### src/rtl/funct_generator_pkg.sv
// Shared types, defaults and helpers for the function-generator delay line.
package funct_generator_pkg;

    localparam int unsigned DefaultDataWidth = 8;
    localparam int unsigned DefaultDepth     = 4;
    localparam int unsigned MaxDepth         = 64;

    typedef logic [DefaultDataWidth-1:0] sample_t;

    // Out-of-range selects (non-power-of-two depths) fall back to the last stage.
    function automatic int unsigned clamp_tap(input int unsigned sel, input int unsigned depth);
        return (sel > depth - 1) ? depth - 1 : sel;
    endfunction

    function automatic int unsigned count_ones(input logic [MaxDepth-1:0] bits);
        int unsigned n;
        n = 0;
        for (int i = 0; i < MaxDepth; i++) begin
            n += 32'(bits[i]);
        end
        return n;
    endfunction

endpackage

### src/rtl/funct_generator_delay_stage.sv
// One data+valid register of the delay chain with rst > clrh > enh > hold priority.
module funct_generator_delay_stage
    import funct_generator_pkg::*;
#(
    parameter int unsigned           DATA_WIDTH  = DefaultDataWidth,
    parameter logic [DATA_WIDTH-1:0] RESET_VALUE = '0
) (
    input  logic                  clk,
    input  logic                  rst,
    input  logic                  clrh,
    input  logic                  enh,
    input  logic [DATA_WIDTH-1:0] d_i,
    input  logic                  valid_i,
    output logic [DATA_WIDTH-1:0] q_o,
    output logic                  valid_o
);

    logic [DATA_WIDTH-1:0] data_q, data_d;
    logic                  vld_q, vld_d;

    always_comb begin
        data_d = data_q;
        vld_d  = vld_q;
        if (clrh) begin
            data_d = '0;
            vld_d  = 1'b0;
        end else if (enh) begin
            data_d = d_i;
            vld_d  = valid_i;
        end
    end

    always_ff @(posedge clk) begin
        if (rst) begin
            data_q <= RESET_VALUE;
            vld_q  <= 1'b0;
        end else begin
            data_q <= data_d;
            vld_q  <= vld_d;
        end
    end

    assign q_o     = data_q;
    assign valid_o = vld_q;

endmodule

### src/rtl/funct_generator_delay_line.sv
// DEPTH-stage delay line with valid tracking, stall, clear and occupancy count.
// Define FG_DELAY_TAP_EN to make tap_sel select the output stage; otherwise the last stage is used.
module funct_generator_delay_line
    import funct_generator_pkg::*;
#(
    parameter int unsigned           DATA_WIDTH  = DefaultDataWidth,
    parameter int unsigned           DEPTH       = DefaultDepth,
    parameter logic [DATA_WIDTH-1:0] RESET_VALUE = '0,
    localparam int unsigned          TAP_W       = $clog2(DEPTH),
    localparam int unsigned          CNT_W       = $clog2(DEPTH + 1)
) (
    input  logic                  clk,
    input  logic                  rst,
    input  logic                  clrh,
    input  logic                  enh,
    input  logic                  valid_i,
    input  logic [DATA_WIDTH-1:0] d,
    input  logic [TAP_W-1:0]      tap_sel,
    output logic [DATA_WIDTH-1:0] q,
    output logic                  valid_o,
    output logic [CNT_W-1:0]      occupancy
);

    logic [DATA_WIDTH-1:0] stage_data [DEPTH];
    logic [DEPTH-1:0]      stage_vld;

    for (genvar k = 0; k < DEPTH; k++) begin : g_stage
        logic [DATA_WIDTH-1:0] din;
        logic                  vin;

        if (k == 0) begin : g_head
            assign din = d;
            assign vin = valid_i;
        end else begin : g_body
            assign din = stage_data[k-1];
            assign vin = stage_vld[k-1];
        end

        funct_generator_delay_stage #(
            .DATA_WIDTH  (DATA_WIDTH),
            .RESET_VALUE (RESET_VALUE)
        ) u_stage (
            .clk     (clk),
            .rst     (rst),
            .clrh    (clrh),
            .enh     (enh),
            .d_i     (din),
            .valid_i (vin),
            .q_o     (stage_data[k]),
            .valid_o (stage_vld[k])
        );
    end

    logic [CNT_W-1:0] occ_q, occ_d;

    // A sample entering while another leaves keeps the count unchanged.
    always_comb begin
        occ_d = occ_q;
        if (clrh) begin
            occ_d = '0;
        end else if (enh) begin
            case ({valid_i, stage_vld[DEPTH-1]})
                2'b10:   occ_d = occ_q + CNT_W'(1);
                2'b01:   occ_d = occ_q - CNT_W'(1);
                default: occ_d = occ_q;
            endcase
        end
    end

    always_ff @(posedge clk) begin
        if (rst) begin
            occ_q <= '0;
        end else begin
            occ_q <= occ_d;
        end
    end

    // The counter must always agree with the valid bits actually in the chain.
    always_ff @(posedge clk) begin
        if (!rst) begin
            assert (32'(occ_q) <= DEPTH);
            assert (32'(occ_q) == count_ones(MaxDepth'(stage_vld)));
        end
    end

    logic [TAP_W-1:0] eff;

`ifdef FG_DELAY_TAP_EN
    assign eff = TAP_W'(clamp_tap(32'(tap_sel), DEPTH));
`else
    logic unused_tap_sel;
    assign unused_tap_sel = ^tap_sel;
    assign eff = TAP_W'(DEPTH - 1);
`endif

    assign q         = stage_data[eff];
    assign valid_o   = stage_vld[eff];
    assign occupancy = occ_q;

endmodule

### config.mk
export PLATFORM = sky130hd
export DESIGN_NAME = funct_generator_delay_line
export DESIGN_NICKNAME = d
export VERILOG_FILES = /design/src/rtl/funct_generator_pkg.sv /design/src/rtl/funct_generator_delay_stage.sv /design/src/rtl/funct_generator_delay_line.sv
export SDC_FILE = /design/constraint.sdc
export NUM_CORES = 1
export LEC_CHECK = 0
export CAP_MARGIN = 10
export CORE_MARGIN = 2
export CORE_UTILIZATION = 50
export CTS_BUF_LIST = sky130_fd_sc_hd__clkbuf_4
export DETAILED_ROUTE_END_ITERATION = 12
export HOLD_SLACK_MARGIN = 0.08
export PLACE_DENSITY_LB_ADDON = 0.1
export SLEW_MARGIN = 30
export SYNTH_ARGS = -nofsm -noshare
export SYNTH_HDL_FRONTEND = slang
export SYNTH_SLANG_ARGS = --single-unit
export TNS_END_PERCENT = 50
### constraint.sdc
create_clock -name clk -period 3.65 [get_ports clk]
set_input_delay 0.5475 -clock clk [delete_from_list [all_inputs] [get_ports clk]]
set_output_delay 0.5475 -clock clk [all_outputs]
set_load 0.005 [all_outputs]
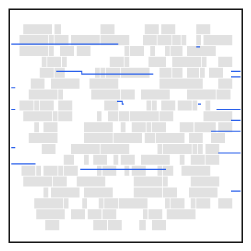
Run 1: met3 routing
(4 px per um) Cells faint in the background.
The layer carries 110 um of wire. 14 nets have wire on it. The layer holds 5.0% of the routed length. The wires run mostly horizontal.
GR met3 Demand/Resource: 8.036%
total number of vias: 941
Routed WL: 2208 um

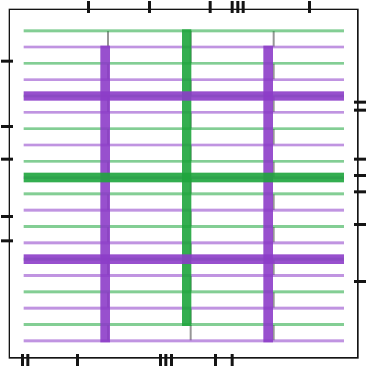
Run 1: supply network
(6 px per um) Pins as bars on the die edge. Tap cells in gray.
VDD: drawn in green. VSS: drawn in purple.
20 met1 rails follow the rows. 3 straps on met5. 3 straps on met4. 31 tap cells. 27 signal pins sit on the boundary.
core area: 2758 um2
die span in x: 57.86 um
Chip Height: 57.86 um
peak ir drop on the vdd network: 0.0004097 V

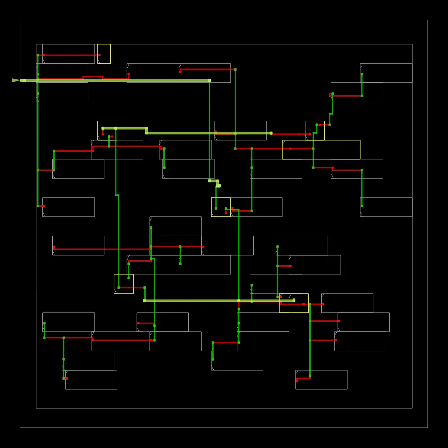
Run 1: clock nets
number of sinks handled by clock tree synthesis: 39
clkbuf count: 5
number of sequential storage elements: 39
worst clock skew on the final layout: 0.01004 ns

## run 1: metal layers
metal	track usage, %	vias to the layer above	wire (um)
li1	-	483	-
met1	16.83	434	1027
met2	23.38	22	1057
met3	8.036	2	109
met4	7.973	0	14
met5	0	-	0
## run 1: per-stage QoR
step / power (mW) / worst slack [ns] / utilization (%) / instances / hold WS, ns
floorplan: 0.4775 / 1.868 / - / 134 / 0.4601
global placement: 0.4911 / 1.342 / 60.98 / 183 / 0.4722
detailed placement: 0.4926 / 1.314 / 60.98 / 183 / 0.4828
CTS: 0.7650 / 1.665 / 63.75 / 191 / 0.5062
global route: 0.7884 / 1.596 / 63.75 / 191 / 0.5273
finish: 0.7547 / 1.662 / 63.75 / 191 / 0.5016
## run 1: synthesized netlist by cell type
cell	number	area, um2
and2b_2	1	8.760
buf_2	1	5.000
buf_4	4	30.03
buf_6	1	11.26
clkbuf_1	1	3.750
clkbuf_4	1	7.510
dfxtp_1	39	780.8
fa_1	1	20.02
ha_1	1	12.51
inv_1	2	7.510
mux2_4	1	15.01
mux2i_1	37	370.4
nand2_1	1	3.750
nor2_1	40	150.1
or2_0	1	6.260
xnor2_1	1	8.760
xor2_1	1	8.760
## run 1: layout make-up
| class | count | area share [%] |
|---|---|---|
| Clock buffer | 5 | 2.135 |
| Clock inverter | 3 | 2.206 |
| Tap cell | 31 | 2.206 |
| Multi-Input combinational cell | 85 | 34.38 |
| Timing Repair Buffer | 26 | 14.23 |
| Sequential cell | 39 | 44.41 |
| Inverter | 2 | 0.4270 |
## run 1: cell families after synthesis
logic type	Yosys count	synth area share, %
and+or+nand+nor	43	11.65
DFF	39	53.84
muxes	38	26.57
buffers and inverters	10	4.486
xor gates and xnor gates	2	1.208
adders and majority gates	2	2.243
## run 1: registers in the layout, indices dropped and copies added, names as in the netlist
register and cells:
g_stage.u_stage.valid_o 4, g_stage.u_stage.q_o 32, occupancy 3
## run 1: worst paths after layout
path	cells after the start	start	end	slack [ns]
min	2	g_stage[3].u_stage.q_o[3]	g_stage[3].u_stage.q_o[3]	0.50
max reg2reg	5	g_stage[3].u_stage.valid_o	occupancy[2]	2.04
min reg2reg	2	g_stage[3].u_stage.q_o[3]	g_stage[3].u_stage.q_o[3]	0.50
max	7	valid_i	occupancy[2]	1.66
## run 1: worst reg2reg max path: stages, from the launching register on
cell,delay [ns]
dfxtp_1,0.35
ha_1,0.22
fa_1,0.38
xor2_1,0.15
nand2_1,0.11
mux2_4,0.31
## run 1: where the power goes
part	switching, mW	internal (mW)
combinational	0.0228	0.0269
clock	0.131	0.141
sequential	0.00275	0.430
total	0.157	0.598
==> flow_summary_export.csv, run 1 <==
group,metric,value,unit
run_status,status,"completed",
grt,grt_util_all_layers,15.12,%
job,max_cap_viol_count,0,
clock_tree,tritoncts,"yes",
floorplanning,placementRows,19,
routing,detail_route.vias_per_cell,4.927,
place,finalWeightedCongestion,0.6872,
worst_setup_path,critPathKind,"in -> reg",
routing,detail_route.first_pass.iterations,2,
routing,drc,0,
place,detailed_place_hpwl,1507,um
floorplanning,count_of_pins_on_the_block_boundary,27,
clock_tree,cts_h_tree_depth,2,
grt,first_global_vias,859,
finish,final_layout_top_logic_cell,"nor2_1",
timing,number_of_endpoints_with_negative_hold_slack_in_the_final_report,0,
worst_setup_path,worst_path_dominant_cell_family,"adder cells",
timing,timing.final.setup_violations,0,
clock_tree,cts_inserted_buffers,5,
yosys,mappedNetlistNets,151,
finish,multiInputGateArea,604.3,um2
timing,worst_case_headroom_to_the_max_slew_limit,60.42,%
worst_setup_path,timing.critical_path.buf_inv,2,
worst_hold_path,min_path_type,"reg -> reg",
worst_setup_path,critical_path.startpoint_type,"input pin",
worst_setup_path,cp_slowest_stage_delay,0.47,ns
worst_setup_path,timing.critical_path.fanout_max,2,
pwr,cellPowerDensity,429.3,nW/um2
routing,route.antenna.remaining_nets,0,
yosys,synth_cells,134,
finish,flow.area_growth_from_synthesis,21.23,%
clock_tree,postCtsHoldBufs,0,
clock_tree,postCtsSetupBuffers,0,
grt,grt_first_pass_wirelength,3636,um
clock_tree,insertion_delay,0.34,ns
timing,timing.final.crit_period,1.988,ns
worst_setup_path,cp_data_required_time,3.89,ns
floorplanning,initial_core_util,52.59,%
place,dpl_cell_area,1682,um2
timing,max_clock_freq,503.0,MHz
routing,post_drt_wl_per_cell,11.56,um
clock_tree,cts.path.max_buffers,2,
yosys,yosys.stat.chipArea,1450,um2
yosys,syn_avg_cell_area,10.82,um2
worst_setup_path,critPathArrivalTime,2.23,ns
finish,fin_area,1758,um2
routing,drt_first_iter_violations,24,
pwr,static-leakage-power,0.7523,nW
yosys,syn-cell-area,1450,um2
worst_setup_path,worst_path_max_delay_cell,"clkdlybuf4s50_1",
finish,layout-drive-gt1-share,7.500,%
grt,grt_overflow_total,0,
finish,n_antenna_cell,0,
grt,grt_antenna_before_repair,0,
yosys,seq_area_frac_synth,53.84,%
finish,final_layout_top_logic_cells,"nor2_1 (40), dfxtp_1 (39), mux2i_1 (37)",
job,stage_log_warnings,28,
timing,maxSlewViolCount,0,
## Run 2: what changed since run 1
- CORE_UTILIZATION: 50 -> 48
- clock period: 3.65 -> 1.8 ns (I/O delays scaled with it)
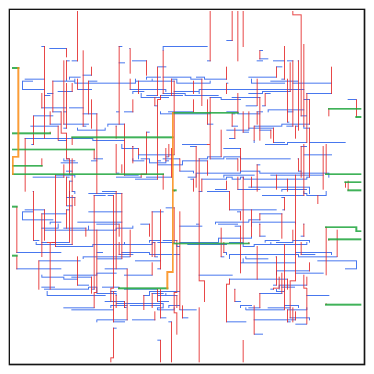
Run 2: wiring by layer
(6 px per um)
metal 2: drawn in red, wire length 981 um. metal 3: drawn in green, wire length 134 um. metal 4: drawn in orange, wire length 48.8 um. metal 1: drawn in blue, wire length 1030 um.
routed length per placed instance: 11.31 um
Routed WL: 2195 um

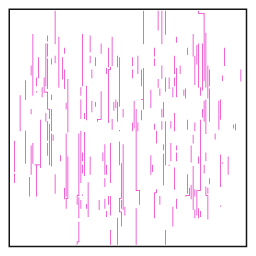
Run 2: M2 wires
(4 px per um)
The layer holds 45% of the routed length. The wires run mostly vertical.
met2 capacity usage during global routing: 24.29%
total number of vias: 949

==> flow_summary_export.csv, run 2 <==
group,metric,value,unit
clock_tree,clock-root-buffer,"clkbuf_4",
clock_tree,cts_repair_resize_count,0,
worst_setup_path,cp_slowest_stage_delay,0.47,ns
yosys,enable_flop_cells,0,
clock_tree,insertion_delay,0.34,ns
grt,grt_util_all_layers,15.40,%
clock_tree,clock-sinks,39,
clock_tree,cts_h_tree_depth,2,
yosys,ff_type,"dfxtp_1",
worst_setup_path,critPathKind,"in -> reg",
worst_setup_path,endpoint_kind,"flop",
worst_setup_path,timing.critical_path.cells,"clkdlybuf4s50_1, inv_1, ha_1, fa_1, xor2_1, nand2_1, mux2_4",
worst_setup_path,timing.critical_path.buf_inv,2,
timing,timing.final.crit_period,1.670,ns
timing,maxSlewViolCount,0,
yosys,synth_cells,134,
timing,max_slew.worst_pin.slew,0.2547,ns
routing,met3_length,134,um
floorplanning,chipWidth,58.97,um
yosys,mappedNetlistNets,151,
grt,largest_net_degree_at_the_start_of_global_routing,39,
finish,finish.cell_count_without_fillers,194,
clock_tree,tritoncts,"yes",
yosys,number_of_warnings_issued_by_yosys,0,
finish,largest_register_ffs,32,
pwr,post-layout-total-power,1.397,mW
timing,totalNegativeSetupSlack,0,ns
yosys,yosys-top-cells-count,"nor2_1 (40), dfxtp_1 (39), mux2i_1 (37), buf_4 (4), inv_1 (2)",
routing,detail_route.vias_per_cell,4.892,
yosys,yosys.stat.chipArea,1450,um2
grt,first_global_vias,916,
routing,drt_first_iter_violations,33,
finish,layout-drive-gt1-share,8.589,%
worst_setup_path,worst_path_max_delay_cell,"clkdlybuf4s50_1",
yosys,synth_flop_count,39,
timing,worst_case_headroom_to_the_max_slew_limit,83.02,%
routing,routedLengthMet1,1031,um
run_status,failed_checks,"design-rule violations",
worst_setup_path,critPathArrivalTime,1.90,ns
yosys,seq_area_frac_synth,53.84,%
place,finalWeightedCongestion,0.7199,
worst_setup_path,cp_data_required_time,2.03,ns
yosys,yosysTopAreaCellShare,53.84,%
routing,detail_route.first_pass.iterations,8,
pwr,static-leakage-power,0.7566,nW
grt,grt_first_pass_wirelength,3884,um
place,detailed_place_hpwl,1523,um
finish,finalNetCount,179,
timing,rsz0062_at_grt,"false",
floorplanning,placementRows,19,
floorplanning,initial_core_util,51.69,%
finish,n_antenna_cell,0,
worst_hold_path,min_path_type,"in -> reg",
worst_setup_path,critical_path.startpoint_type,"input pin",
finish,final_layout_top_logic_cells,"nor2_1 (40), dfxtp_1 (39), mux2i_1 (37)",
timing,layout_worst_path_cycle_share,92.79,%
routing,topRoutingLayerUsed,"met4",
yosys,synthDistinctLibCells,17,
pwr,cellPowerDensity,789.5,nW/um2
job,max_cap_viol_count,0,
clock_tree,postCtsHoldBufs,0,
grt,grt_antenna_before_repair,0,
clock_tree,register_clock_pin_slew_on_the_reported_worst_setup_and_hold_paths,0.10,ns
yosys,syn_avg_cell_area,10.82,um2
worst_setup_path,worst_path_dominant_cell_family,"adder cells",
yosys,synthTopCellsByArea,"dfxtp_1 (54%), mux2i_1 (26%), nor2_1 (10%)",
place,portbufs,24,
finish,final_layout_top_logic_cell,"nor2_1",
finish,flow.area_growth_from_synthesis,22.00,%
timing,max_clock_freq,598.7,MHz
routing,drc,1,
place,place.detailed.instances,186,
run_status,status,"finished with violations",
job,stage_log_warnings,28,
yosys,syn-cell-area,1450,um2
yosys,synth.largest_area_cell,"dfxtp_1",
routing,wl_met2,980,um
clock_tree,cts.path.max_buffers,2,
clock_tree,cts_inserted_buffers,5,
floorplanning,count_of_pins_on_the_block_boundary,27,
yosys,synthArstFlopShare,0,%
timing,number_of_endpoints_with_negative_hold_slack_in_the_final_report,0,
clock_tree,postCtsSetupBuffers,0,
timing,timing.final.setup_violations,0,
routing,route.antenna.remaining_nets,0,
timing,finClkSkew,0.003933,ns
grt,grt_overflow_total,0,
worst_setup_path,timing.critical_path.fanout_max,2,
yosys,synth_dominant_cell_count,"nor2_1",
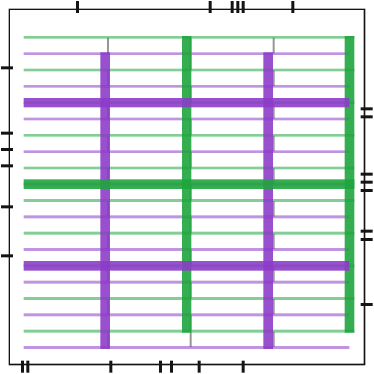
Run 2: supply network
(6 px per um) Pins as bars on the die edge. Tap cells in gray.
VDD: drawn in green. VSS: drawn in purple.
20 met1 rails follow the rows. 31 tap cells. The core has 19 rows. 4 straps on met4.
core area: 2805 um2
Chip Height: 58.97 um
peak ir drop on the vdd network: 0.0005679 V

==> run 2: cell counts after synthesis <==
Identical to the previous run, type by type.
==> run 2: cells by family (layout without fill, tap and decap cells) <==
family | Yosys count | after routing | share of synthesized area [%]
flops | 39 | 39 | 53.84
mux | 38 | 38 | 26.57
fa+ha+maj | 2 | 2 | 2.243
simple gates | 43 | 43 | 11.65
buf+inv | 10 | 39 | 4.486
xor+xnor | 2 | 2 | 1.208
==> run 2: power breakdown <==
part	switching, mW	internal (mW)
combinational	0.0466	0.0597
sequential	0.00538	0.872
clock	0.270	0.143
total	0.322	1.08
==> run 2: worst reg2reg max path, delay by kind of cell, from the launching register on <==
family / cells / cell delay [ns]
adders and majority gates: 2 / 0.59
muxes: 1 / 0.29
DFF: 1 / 0.34
and+or+nand+nor: 1 / 0.08
xor gates and xnor gates: 1 / 0.15
==> run 2: metal layers <==
metal / GRT usage, % / vias to the layer above
met5: 0 / -
met1: 17.52 / 433
met3: 7.033 / 7
li1: - / 490
met4: 7.792 / 0
met2: 24.29 / 19
==> run 2: stage by stage <==
stage,area [um2],hold WS [ns],setup WS (ns),util [%]
floorplan,1450,0.4172,0.2816,-
global placement,1717,0.4712,-0.2073,61.20
detailed placement,1717,0.4796,-0.2322,61.20
CTS,1769,0.4104,0.1398,63.07
global route,1769,0.4281,0.08413,63.07
finish,1769,0.4146,0.1298,63.07
==> run 2: final timing paths <==
kind / startpoint / end / slack, ns / cells past startpoint
max: valid_i / occupancy[2] / 0.13 / 7
min: enh / occupancy[1] / 0.41 / 4
max reg2reg: g_stage[3].u_stage.valid_o / occupancy[2] / 0.24 / 5
min reg2reg: g_stage[3].u_stage.q_o[3] / g_stage[3].u_stage.q_o[3] / 0.50 / 2
==> run 2: layout make-up <==
type	count	area (um2)
Tap cell	31	38.79
Clock buffer	5	37.54
Timing Repair Buffer	29	285.3
Multi-Input combinational cell	85	604.3
Inverter	2	7.507
Clock inverter	3	15.01
Sequential cell	39	780.7
Fill cell	246	1036
## Run 3: what changed since run 2
- CTS_CLUSTER_SIZE: default -> 14
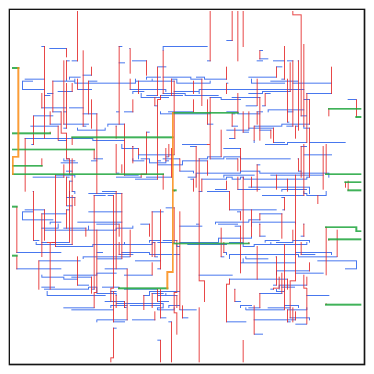
Run 3: wiring by layer
(6 px per um)
Global Route Usage Sum: 15.40%

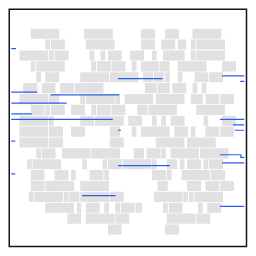
Run 3: met3 routing
(4 px per um) Cells faint in the background.
The longest straight run is 25.1 um. The wires run mostly horizontal. 15 nets have wire on it.
GR met3 Demand/Resource: 7.033%

==> flow_summary_export.csv, run 3 <==
group,metric,value,unit
run_status,status,"finished with violations",
run_status,failed_checks,"design-rule violations",
finish,largest_register_ffs,32,
worst_setup_path,cp_data_required_time,2.03,ns
yosys,syn_avg_cell_area,10.82,um2
clock_tree,postCtsHoldBufs,0,
floorplanning,count_of_pins_on_the_block_boundary,27,
worst_hold_path,hold_depth,4,
grt,grt_first_pass_wirelength,3884,um
finish,register_area,780.7,um2
grt,first_global_vias,916,
floorplanning,chipWidth,58.97,um
floorplanning,dieHeight,58.97,um
worst_hold_path,timing.hold.worst.start,"enh",
timing,worst_case_headroom_to_the_max_slew_limit,83.02,%
timing,max_clock_freq,598.7,MHz
grt,largest_net_degree_at_the_start_of_global_routing,39,
yosys,yosys.stat.chipArea,1450,um2
timing,finClkSkew,0.003933,ns
finish,finalNetCount,179,
clock_tree,cts_repair_resize_count,0,
clock_tree,cts_inserted_buffers,5,
finish,layout-drive-gt1-share,8.589,%
routing,drt_first_iter_violations,33,
timing,timing.final.setup_violations,0,
worst_setup_path,timing.critical_path.fanout_max,2,
finish,final_layout_top_logic_cells,"nor2_1 (40), dfxtp_1 (39), mux2i_1 (37)",
clock_tree,cts.path.max_buffers,2,
place,finalWeightedCongestion,0.7199,
worst_setup_path,r2r_cells,5,
worst_setup_path,critPathArrivalTime,1.90,ns
finish,final_layout_top_logic_cell,"nor2_1",
yosys,yosys-top-cells-count,"nor2_1 (40), dfxtp_1 (39), mux2i_1 (37), buf_4 (4), inv_1 (2)",
worst_setup_path,worst_r2r_startpoint,"g_stage[3].u_stage.valid_o",
place,detailed_place_hpwl,1523,um
grt,grt_overflow_total,0,
floorplanning,fp.coreArea,2805,um2
pwr,static-leakage-power,0.7566,nW
routing,drc,1,
routing,dr_total_vias,949,
pwr,cellPowerDensity,789.5,nW/um2
floorplanning,placementRows,19,
yosys,mappedNetlistNets,151,
grt,grt_antenna_before_repair,0,
worst_setup_path,critPathKind,"in -> reg",
yosys,synth_dominant_cell_count,"nor2_1",
finish,flow.area_growth_from_synthesis,22.00,%
timing,timing.final.crit_period,1.670,ns
yosys,enable_flop_cells,0,
clock_tree,insertion_delay,0.34,ns
worst_setup_path,critical_path.startpoint_type,"input pin",
finish,n_antenna_cell,0,
timing,final.setup.worst_slack,0.1298,ns
place,dp_slack,-0.2322,ns
clock_tree,cts_h_tree_depth,2,
clock_tree,postCtsSetupBuffers,0,
finish,multiInputGateArea,604.3,um2
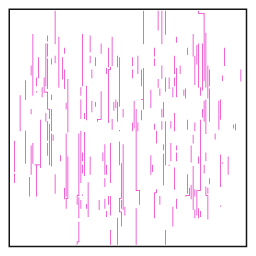
Run 3: M2 wires
(4 px per um)

-- run 3: cell counts after synthesis --
Identical to the previous run, type by type.
-- run 3: worst max-delay path: stages --
cell and delay (ns):
clkdlybuf4s50_1 0.47, inv_1 0.04, ha_1 0.22, fa_1 0.38, xor2_1 0.15, nand2_1 0.08, mux2_4 0.29
-- run 3: power breakdown --
part,switching (mW),total (mW),internal [mW]
registers,0.00538,0.878,0.872
logic,0.0466,0.106,0.0597
clock network,0.270,0.413,0.143
-- run 3: stage by stage --
stage / cell area (um2) / instances / hold WS (ns) / util [%]
floorplan: 1450 / 134 / 0.4172 / -
global placement: 1717 / 186 / 0.4712 / 61.20
detailed placement: 1717 / 186 / 0.4796 / 61.20
CTS: 1769 / 194 / 0.4104 / 63.07
global route: 1769 / 194 / 0.4281 / 63.07
finish: 1769 / 194 / 0.4146 / 63.07
-- run 3: worst max-delay path by stage --
stage / from / to / cells after the start
floorplan: g_stage[3].u_stage.valid_o / occupancy[2] / 5
finish: valid_i / occupancy[2] / 7
detailed placement: valid_i / occupancy[2] / 7
CTS: valid_i / occupancy[2] / 7
global route: valid_i / occupancy[2] / 7
global placement: valid_i / occupancy[2] / 7
-- run 3: cell type report --
| class | instances | area share, % |
|---|---|---|
| flip-flops and latches | 39 | 44.13 |
| multi-input cells | 85 | 34.16 |
| repair buffers | 29 | 16.12 |
| well taps | 31 | 2.192 |
| clock buffers | 5 | 2.122 |
| clock inverters | 3 | 0.8487 |
| inverters | 2 | 0.4243 |
-- run 3: cell families after synthesis --
group	after synthesis	synth area share [%]
xor gates and xnor gates	2	1.208
muxes	38	26.57
buffers and inverters	10	4.486
adders and majority gates	2	2.243
DFF	39	53.84
and+or+nand+nor	43	11.65
-- run 3: per-layer routing --
metal | GRT usage (%) | routed length, um
met5 | 0 | 0
met4 | 7.792 | 48
met3 | 7.033 | 134
met2 | 24.29 | 980
met1 | 17.52 | 1031
Power and IR drop assume default switching activity.
